### src/rtl/mover_inject_ctrl.sv
// Photon loop injection scheduler: picks new vs recirculated photon for the mover mux,
// tracks launched/live photon counts and sequences run -> drain -> done.
//
// state | meaning
// IDLE  | after reset, waiting for start
// RUN   | injecting new photons into dead slots until the total is launched
// DRAIN | all photons launched, waiting for the loop to empty
// DONE  | run complete, done held until the next start
module mover_inject_ctrl #(
  parameter int CNT_WIDTH  = 32,
  parameter int PIPE_DEPTH = 37
) (
  input  logic                 clock_i,
  input  logic                 reset_i,
  input  logic                 enable_i,
  input  logic                 start_i,
  input  logic [CNT_WIDTH-1:0] total_photons_i,
  input  logic                 dead_loop_i,
  input  logic                 kill_event_i,
  input  logic                 launch_valid_i,
  output logic                 launch_ready_o,
  output logic                 sel_new_o,
  output logic [CNT_WIDTH-1:0] launched_count_o,
  output logic [CNT_WIDTH-1:0] live_count_o,
  output logic                 busy_o,
  output logic                 done_o,
  output logic                 err_underflow_o
);

  typedef enum logic [1:0] {
    S_IDLE  = 2'd0,
    S_RUN   = 2'd1,
    S_DRAIN = 2'd2,
    S_DONE  = 2'd3
  } state_t;

  state_t               state_q, state_d;
  logic [CNT_WIDTH-1:0] total_q, total_d;
  logic [CNT_WIDTH-1:0] launched_q, launched_d;
  logic [CNT_WIDTH-1:0] live_q, live_d;
  logic                 err_q, err_d;

  logic                 inject;
  logic                 kill_dec;
  logic                 err_set;
  logic [CNT_WIDTH-1:0] inject_w;
  logic [CNT_WIDTH-1:0] kill_w;
  logic [CNT_WIDTH-1:0] launched_inc;
  logic [CNT_WIDTH-1:0] live_next;

  // Reset gates inject so the mux select is clean while the loop is being flushed.
  assign inject = reset_i & enable_i & (state_q == S_RUN) & dead_loop_i &
                  launch_valid_i & (launched_q < total_q);

  assign kill_dec     = kill_event_i & (live_q != '0);
  assign err_set      = kill_event_i & (live_q == '0) & ~inject;
  assign inject_w     = {{(CNT_WIDTH-1){1'b0}}, inject};
  assign kill_w       = {{(CNT_WIDTH-1){1'b0}}, kill_dec};
  assign launched_inc = launched_q + inject_w;
  assign live_next    = live_q + inject_w - kill_w;

  always_comb begin
    state_d    = state_q;
    total_d    = total_q;
    launched_d = launched_q;
    live_d     = live_q;
    err_d      = err_q;

    if (enable_i) begin
      case (state_q)
        S_IDLE, S_DONE: begin
          if (start_i) begin
            total_d    = total_photons_i;
            launched_d = '0;
            live_d     = '0;
            err_d      = 1'b0;
            state_d    = (total_photons_i == '0) ? S_DONE : S_RUN;
          end else begin
            live_d = live_next;
            if (err_set) err_d = 1'b1;
          end
        end
        S_RUN: begin
          launched_d = launched_inc;
          live_d     = live_next;
          if (err_set) err_d = 1'b1;
          if (launched_inc == total_q) begin
            state_d = (live_next == '0) ? S_DONE : S_DRAIN;
          end
        end
        S_DRAIN: begin
          live_d = live_next;
          if (err_set) err_d = 1'b1;
          if (live_next == '0) state_d = S_DONE;
        end
        default: state_d = S_IDLE;
      endcase
    end
  end

  always_ff @(posedge clock_i) begin
    if (!reset_i) begin
      state_q    <= S_IDLE;
      total_q    <= '0;
      launched_q <= '0;
      live_q     <= '0;
      err_q      <= 1'b0;
    end else begin
      state_q    <= state_d;
      total_q    <= total_d;
      launched_q <= launched_d;
      live_q     <= live_d;
      err_q      <= err_d;
    end
  end

  // The loop has only PIPE_DEPTH slots, so more live photons means a broken kill/inject source.
  assert property (@(posedge clock_i) disable iff (!reset_i)
                   live_q <= CNT_WIDTH'(PIPE_DEPTH));

  assign sel_new_o        = inject;
  assign launch_ready_o   = inject;
  assign launched_count_o = launched_q;
  assign live_count_o     = live_q;
  assign busy_o           = (state_q == S_RUN) || (state_q == S_DRAIN);
  assign done_o           = (state_q == S_DONE);
  assign err_underflow_o  = err_q;

endmodule

### config.mk
export PLATFORM = sky130hd
export DESIGN_NAME = mover_inject_ctrl
export DESIGN_NICKNAME = d
export VERILOG_FILES = /design/src/rtl/mover_inject_ctrl.sv
export SDC_FILE = /design/constraint.sdc
export NUM_CORES = 1
export LEC_CHECK = 0
export CORE_MARGIN = 2
export CORE_UTILIZATION = 55
export CTS_BUF_LIST = sky130_fd_sc_hd__clkbuf_8 sky130_fd_sc_hd__clkbuf_16
export DETAILED_ROUTE_END_ITERATION = 12
export PLACE_DENSITY = 0.79
export SYNTH_ARGS = -nofsm -noshare
export SYNTH_HDL_FRONTEND = slang
export SYNTH_SLANG_ARGS = --single-unit
### constraint.sdc
create_clock -name clock_i -period 8.59 [get_ports clock_i]
set_clock_uncertainty 0.15 [all_clocks]
set_input_delay 2.1475 -clock clock_i [delete_from_list [all_inputs] [get_ports clock_i]]
set_output_delay 2.1475 -clock clock_i [all_outputs]
set_load 0.005 [all_outputs]
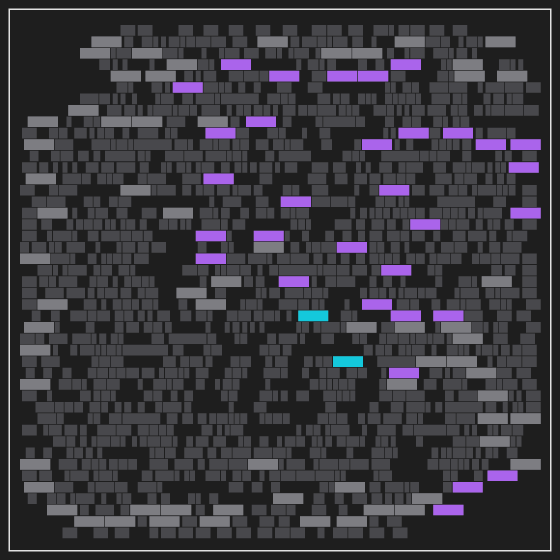
Fig. 1. Register map, names as in the netlist (run 1).
Key: launched_count_o = purple [flops 32]; state_q = cyan [flops 2]
Another 65 sequential cells are not coloured.

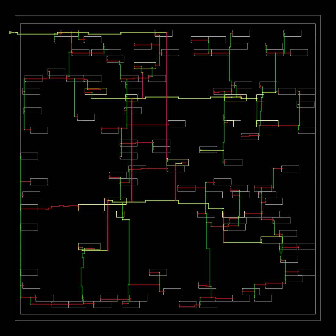
Fig. 2. Clock nets (run 1).
number of buffers created by CTS: 9
clock net sink count: 99

==> flow_summary.rst, run 1 <==
Physical design figures
=======================

.. list-table::
   :header-rows: 1

   * - Metric
     - Value
   * - Commonest flop
     - sky130_fd_sc_hd__dfxtp_1
   * - Xor/xnor cell area share of the yosys netlist
     - between 7 and 8%
   * - Number of levels in the clock H-tree
     - 3
   * - Worst Reg2Reg Path Length in Cells
     - 23
   * - Total track usage
     - a little under a third
   * - Clock Path Buffers
     - 2
   * - PostCTS Resize Cnt
     - 0
   * - Result of the run
     - finished clean
   * - TritonCTS clock tree
     - yes
   * - Yosys warnings
     - 0
   * - I/O Buffers
     - 107
   * - Number of antenna violations at the first check in global routing
     - 0
   * - Number of OpenROAD warnings
     - ~44
   * - Netlist area before placement
     - ~8500 µm²
   * - Slowest stage cell on the critical path
     - sky130_fd_sc_hd__clkdlybuf4s50_1
   * - Layout overhead on the synthesized area
     - 16.9%
   * - Most common cell in the synthesized netlist
     - sky130_fd_sc_hd__nand2_1
   * - Number of global-route vias before repair
     - just under 8000
   * - Detail-routed via count per cell
     - 6.08
   * - Leakage power figure
     - approximately 3.9 nW
   * - Root Driver
     - sky130_fd_sc_hd__clkbuf_16
   * - Slew at the pin closest to its max-slew limit
     - approximately 1.1 ns
   * - Post-Syn Nets
     - between 1000 and 1500
   * - Router iterations before antenna repair
     - 5
   * - Post-route clock period utilization
     - approximately 80%
   * - Via Count
     - 8524
   * - Nets@finish
     - 1331
   * - Mean instance size in the synthesized netlist
     - about 7.5 µm²
   * - Final weighted congestion in routability-driven placement
     - 0.940
   * - Aoi/oai-family share of the synthesized area
     - roughly a fifth
   * - Area occupied by registers
     - a little under 2000 µm²
   * - Gate count after technology mapping
     - around 1100
   * - Area after detailed placement
     - slightly below 10000 µm²
   * - Final-layout fill cell count
     - between 1000 and 1500
   * - Die boundary width
     - 129 µm
   * - Fmax achieved
     - around 0.15 GHz
   * - Placeable core area
     - roughly 15000 µm²
   * - Chip area
     - 16500 µm²
   * - # Max-Cap Violations
     - 0
   * - Total power density per cell area
     - about 370 nW/µm²
   * - Number of enable-type register cells in the synthesized netlist
     - 0
   * - Library cells used by synthesis
     - ~84
   * - Arrival time of data at the critical path endpoint
     - between 6 and 7 ns
   * - Synth Seq Share
     - a little under a quarter
   * - Final worst setup slack
     - roughly 1.7 ns
   * - Number of design-rule violations left by the first detailed-router iteration
     - approximately 660
   * - Setup crit end kind
     - flip-flop
   * - Detailed placer's ending HPWL
     - ~19000 µm
   * - Final setup violation count
     - 0
   * - Total wire length
     - about 25000 µm
   * - Cell depth of the worst min-delay path
     - 2
   * - Final Hold Fails
     - 0
   * - Hold crit path type
     - flip-flop to flip-flop
   * - Portion of netlist area occupied by mux cells
     - less than 1%
   * - Number of ports placed on the die boundary
     - between 100 and 150
   * - Number of nets with antenna violations after detailed routing
     - 0
   * - Summed negative setup slack over all endpoints
     - 0 ns
   * - Fraction of the mapped netlist area in simple logic gates
     - 28.9%
   * - Unrepaired setup endpoints after global routing
     - no
   * - Wire length per cell
     - approximately 18 µm
   * - Final design area excluding fillers
     - 9990 µm²
   * - # rows
     - between 40 and 50
   * - Largest net degree at the start of global routing
     - ~100
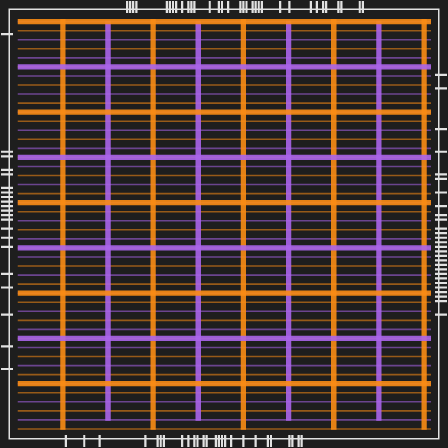
Fig. 3. Power grid (run 1).
Pins as bars on the die edge.
Key: VSS = orange; VDD = purple
9 straps on met4. 46 met1 rails follow the rows.
largest voltage drop on the vdd net: 0.350 mV
vertical die dimension: 129 µm

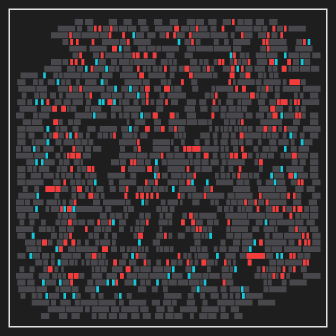
Fig. 4. Gate-type map (run 1).
Key: NAND gates = red [cells 221, where all over the die]; inverters = cyan [cells 86, where all over the die]
most common library cell in the layout ignoring fill and taps: sky130_fd_sc_hd__nand2_1
Cell Count, Final, Fillers Out: 1401
Comb area share: 60.4%

-- run 1: power breakdown --
part,switching [W],leakage [nW],total (W),internal (W)
combinational,0.00153,2.95,0.00261,0.00109
clock,0.000194,0.152,0.000437,0.000243
sequential,0.0000735,0.805,0.000611,0.000537
total,0.00179,3.91,0.00366,0.00187
-- run 1: worst max-delay path: cells and delay by family --
kind | cells | cell delay (ns)
AND/OR/NAND/NOR | 8 | 2.32
AND-OR/OR-AND | 5 | 1.21
buffers and inverters | 1 | 0.56
adder cells (fa/ha/maj) | 2 | 0.54
XOR/XNOR | 1 | 0.16
-- run 1: state kept, by name, indices dropped and copies added, names as in the netlist --
| signal | cells |
|---|---|
| total_q | 32 |
| live_count_o | 32 |
| launched_count_o | 32 |
| err_underflow_o | 1 |
| state_q | 2 |
-- run 1: metal layers --
metal,up-vias,wire length (µm),GRT usage [%]
met4,0,439,7.74
met2,314,11900,51.6
li1,4182,-,-
met1,3993,11300,42.4
met3,35,1790,5.86
met5,-,0,0
-- run 1: final timing paths --
| kind | from | to |
|---|---|---|
| worst min-delay path | total_q[20] | total_q[20] |
| worst max-delay path | enable_i | state_q[0] |
| worst min register to register | total_q[20] | total_q[20] |
| worst max register to register | launched_count_o[9] | state_q[0] |
-- run 1: cell type report --
type / instances / area share [%]
inverter: 86 / 3.23
clock buffer: 11 / 2.53
clock inverter: 5 / 0.601
multi-input combinational: 900 / 60.4
sequential: 99 / 19.8
tap: 188 / 2.36
timing repair buffer: 112 / 11.0
-- run 1: through the flow --
stage	utilization (%)	cells	power, W	hold slack [ns]
after floorplan	-	1136	0.00248	0.293
after global placement	63.6	1385	0.00316	0.308
after detailed placement	63.6	1385	0.00316	0.316
after CTS	65.7	1401	0.00361	0.326
after global routing	65.7	1401	0.00396	0.367
final	65.7	1401	0.00366	0.323
Fig. 5: run 1, M1 wires
Supply wires on this layer in grey.
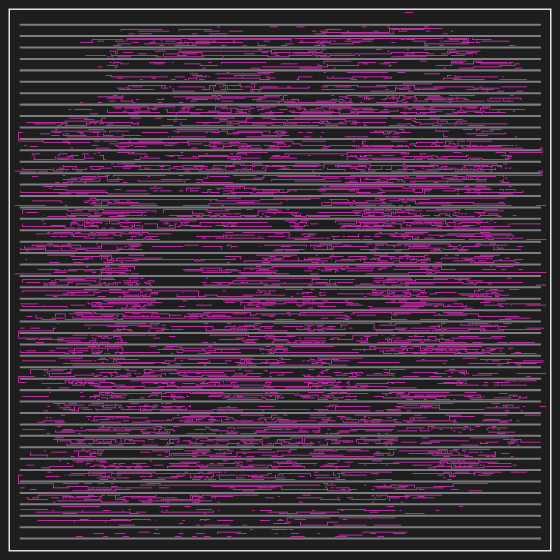

--- run 2 (diff from run 1) ---
Settings changed: CORE_UTILIZATION 55 to 52.
Clock period 8.59 ns to 6.1 ns, I/O delays scaled along.
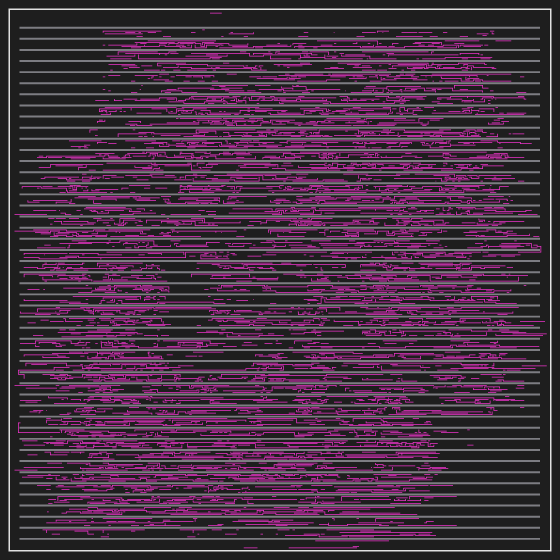
Fig. 6. M1 wires (run 2).
Supply wires on this layer in grey.
The longest straight run is 45.5 µm. 1267 nets have wire on it. The layer holds 48% of the routed length. The layer carries 12500 µm of wire. The wires run mostly horizontal.

==> run 2 against run 1 <==
  * First-iteration DRC count grew 24%
  * Global-route usage shrank 1.5 points
  * Combinational power grew 48%
  * Final cell count grew 4.9%
  * Synthesized cell count is the same
  * Core utilization shrank 0.77 points
  * Routed wire length grew 2.7%
  * Clock-buffer cell count shrank 1
  * Largest cell class unchanged
  * Largest power group unchanged
  * Highest routed layer unchanged
==> flow_summary.rst, run 2 <==
Physical design figures
=======================

.. list-table::
   :header-rows: 1

   * - Metric
     - Value
   * - Yosys warnings
     - 0 (unchanged)
   * - TritonCTS clock tree
     - yes
   * - Power spent charging and discharging nets
     - 0.00261 W (+45%)
   * - Unrepaired setup endpoints after global routing
     - no
   * - Largest stage delay on the critical path
     - 0.54 ns
   * - Busiest metal layer after global routing
     - met2
   * - Number of ports placed on the die boundary
     - 108 (unchanged)
   * - Root Driver
     - sky130_fd_sc_hd__clkbuf_16
   * - Hold crit path type
     - flip-flop to flip-flop
   * - Slowest stage cell on the critical path
     - sky130_fd_sc_hd__clkdlybuf4s50_1
   * - Number of buffers created by CTS
     - 9 (unchanged)
   * - Most common cell in the synthesized netlist
     - sky130_fd_sc_hd__nand2_1
   * - Arrival time of data at the critical path endpoint
     - 5.91 ns (-1.04 ns)
   * - Post-Route M1 WL
     - 12500 µm (+10%)
   * - Final worst setup slack
     - 0.292 ns (-1.46 ns)
   * - Switching fraction of total power
     - 48.6% (-0.42 points)
   * - Number of antenna violations at the first check in global routing
     - 0 (unchanged)
   * - Total track usage
     - 29.8% (-1.5 points)
   * - Number of DRC violations after detailed routing
     - 0
   * - PostCTS Resize Cnt
     - 0 (unchanged)
   * - Final Hold Fails
     - 0 (unchanged)
   * - Top Family by Delay on Critical Path
     - simple AND/OR/NAND/NOR gates
   * - Grt met2 use
     - 45.6% (-6.0 points)
   * - Total length of routed met3 wires
     - 1820 µm (+2.0%)
   * - M1 GR Usage
     - 42.6% (+0.26 points)
   * - Sequential share of power
     - 16.1% (-0.6 points)
   * - Synth Seq Share
     - 23.2% (unchanged)
   * - Number of levels in the clock H-tree
     - 3 (unchanged)
   * - Total wire length
     - 26200 µm (+2.7%)
   * - Clock Path Buffers
     - 2 (unchanged)
   * - Gate count after technology mapping
     - 1136 (unchanged)
   * - Detail-routed via count per cell
     - 5.94 (-2.4%)
   * - Number of design-rule violations left by the first detailed-router iteration
     - 820 (+24%)
   * - Layout overhead on the synthesized area
     - 21.2%
   * - Fmax achieved
     - approximately 0.17 GHz
   * - Clock network power share
     - 12.0% (about the same)
   * - Clock latency reported for the late side of the worst-skew pair
     - about 0.36 ns
   * - Critical path depth
     - 18 (+1)
   * - Netlist area before placement
     - 8540 µm² (unchanged)
   * - Number of nets with antenna violations after detailed routing
     - 0 (unchanged)
   * - I/O Buffers
     - 107 (unchanged)
   * - Int Power
     - 0.00276 W (+48%)
   * - Setup crit end kind
     - flip-flop
   * - # rows
     - 46 (+2.2%)
   * - Post-Syn Nets
     - 1259 (unchanged)
   * - Largest net degree at the start of global routing
     - 103 (unchanged)
   * - Detailed placer's ending HPWL
     - 19800 µm (+3.8%)
   * - Clock transition at the register clock pins on the worst setup and hold paths after CTS
     - ~0.07 ns
   * - Metal2 WL
     - 11200 µm (-6.3%)
   * - Kind of start point of the critical path
     - input pin
   * - Most common library cell in the layout ignoring fill and taps
     - sky130_fd_sc_hd__nand2_1
   * - Wire length per cell
     - 17.8 µm (-2.1%)
   * - Cell depth of the worst min-delay path
     - 2 (unchanged)
   * - Via Count
     - 8728 (+2.4%)
   * - Topmost layer with routed signal wires
     - met4
   * - Mean instance size in the synthesized netlist
     - 7.52 µm² (unchanged)
   * - CP Buf/Inv Count
     - 2 (+1)
   * - Post-route clock period utilization
     - 95.2%
   * - Worst Reg2Reg Path Length in Cells
     - 24 (+4.3%)
   * - Cell type with the highest aggregate area in the netlist
     - sky130_fd_sc_hd__dfxtp_1
   * - Placeable core area
     - 15900 µm² (+4.9%)
   * - Share of power burned in combinational logic
     - 71.9% (+0.5 points)
   * - Largest voltage drop on the vdd net
     - 0.458 mV (+31%)
   * - Commonest flop
     - sky130_fd_sc_hd__dfxtp_1
   * - Clock net sink count
     - 99 (unchanged)
   * - Final setup violation count
     - 0 (unchanged)
   * - Chip area
     - 17500 µm² (+5.6%)
   * - Total power density per cell area
     - 519 nW/µm² (+42%)
   * - Library cells used by synthesis
     - 84 (unchanged)
   * - Number of OpenROAD warnings
     - 44 (unchanged)
   * - Number of global-route vias before repair
     - 8229 (+4.1%)
   * - Number of enable-type register cells in the synthesized netlist
     - 0 (unchanged)
   * - Result of the run
     - finished clean
   * - Summed negative setup slack over all endpoints
     - 0 ns (unchanged)
   * - Nets@finish
     - 1372 (+3.1%)
   * - Met3 Track Usage GR
     - 4.34% (-1.5 points)
   * - Leakage power figure
     - 4.13 nW (+5.6%)
   * - Router iterations before antenna repair
     - 5 (unchanged)
   * - Final weighted congestion in routability-driven placement
     - 0.972 (+3.4%)
   * - # Max-Cap Violations
     - 0 (unchanged)
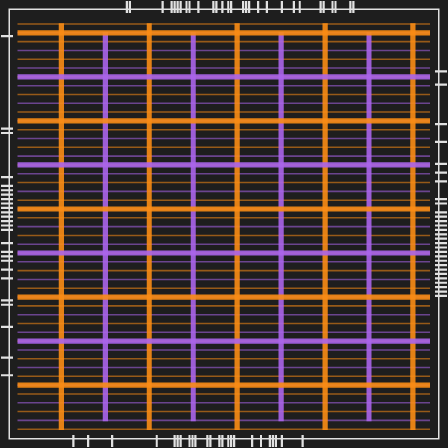
Fig. 7. Power grid (run 2).
Pins as bars on the die edge.
die boundary width: 132 µm
vertical die dimension: 132 µm

run 2: cell type report:
cell class                 count  area (µm²)
sequential                    99        1980
multi-input combinational    900        6040
timing repair buffer         153        1410
clock buffer                  10         239
inverter                      86         323
fill                        1428        5590
clock inverter                 6        87.6
tap                          216         270
run 2: kinds of logic (layout without fill, tap and decap cells):
logic type	count (synthesis)	after routing	share of synthesized area (%)
AND/OR/NAND/NOR	459	459	28.9
AND-OR/OR-AND	280	280	21.3
buffers and inverters	137	255	6.25
flip-flops	99	99	23.2
adder cells (fa/ha/maj)	84	84	12.4
XOR/XNOR	74	74	7.59
multiplexers	3	3	0.366
run 2: power groups by stage:
stage	sequential [W]	clock, W	combinational, W
3_5_place_dp	0.000872	0	0.00374
2_1_floorplan	0.000857	0	0.00264
3_3_place_gp	0.000873	0	0.00376
5_1_grt	0.000877	0.000676	0.00421
6_report	0.000863	0.000645	0.00386
4_1_cts	0.000861	0.000653	0.00377
run 2: final timing paths:
| check | to | slack (ns) | start |
|---|---|---|---|
| worst max-delay path | state_q[0] | 0.29 | enable_i |
| worst min register to register | total_q[2] | 0.32 | total_q[2] |
| worst max register to register | state_q[0] | 0.37 | total_q[1] |
| worst min-delay path | total_q[2] | 0.32 | total_q[2] |
run 2: through the flow:
| stage | hold WS, ns | utilization, % | area, µm² | power (W) | instances |
|---|---|---|---|---|---|
| finish | 0.320 | 64.9 | 10400 | 0.00537 | 1470 |
| global route | 0.371 | 64.9 | 10400 | 0.00576 | 1470 |
| CTS | 0.324 | 64.9 | 10300 | 0.00528 | 1470 |
| detailed placement | 0.315 | 62.8 | 10000 | 0.00461 | 1454 |
| global placement | 0.309 | 62.8 | 10000 | 0.00463 | 1454 |
| floorplan | 0.293 | - | 8540 | 0.00349 | 1136 |
Power is estimated from default activity; no workload was simulated.
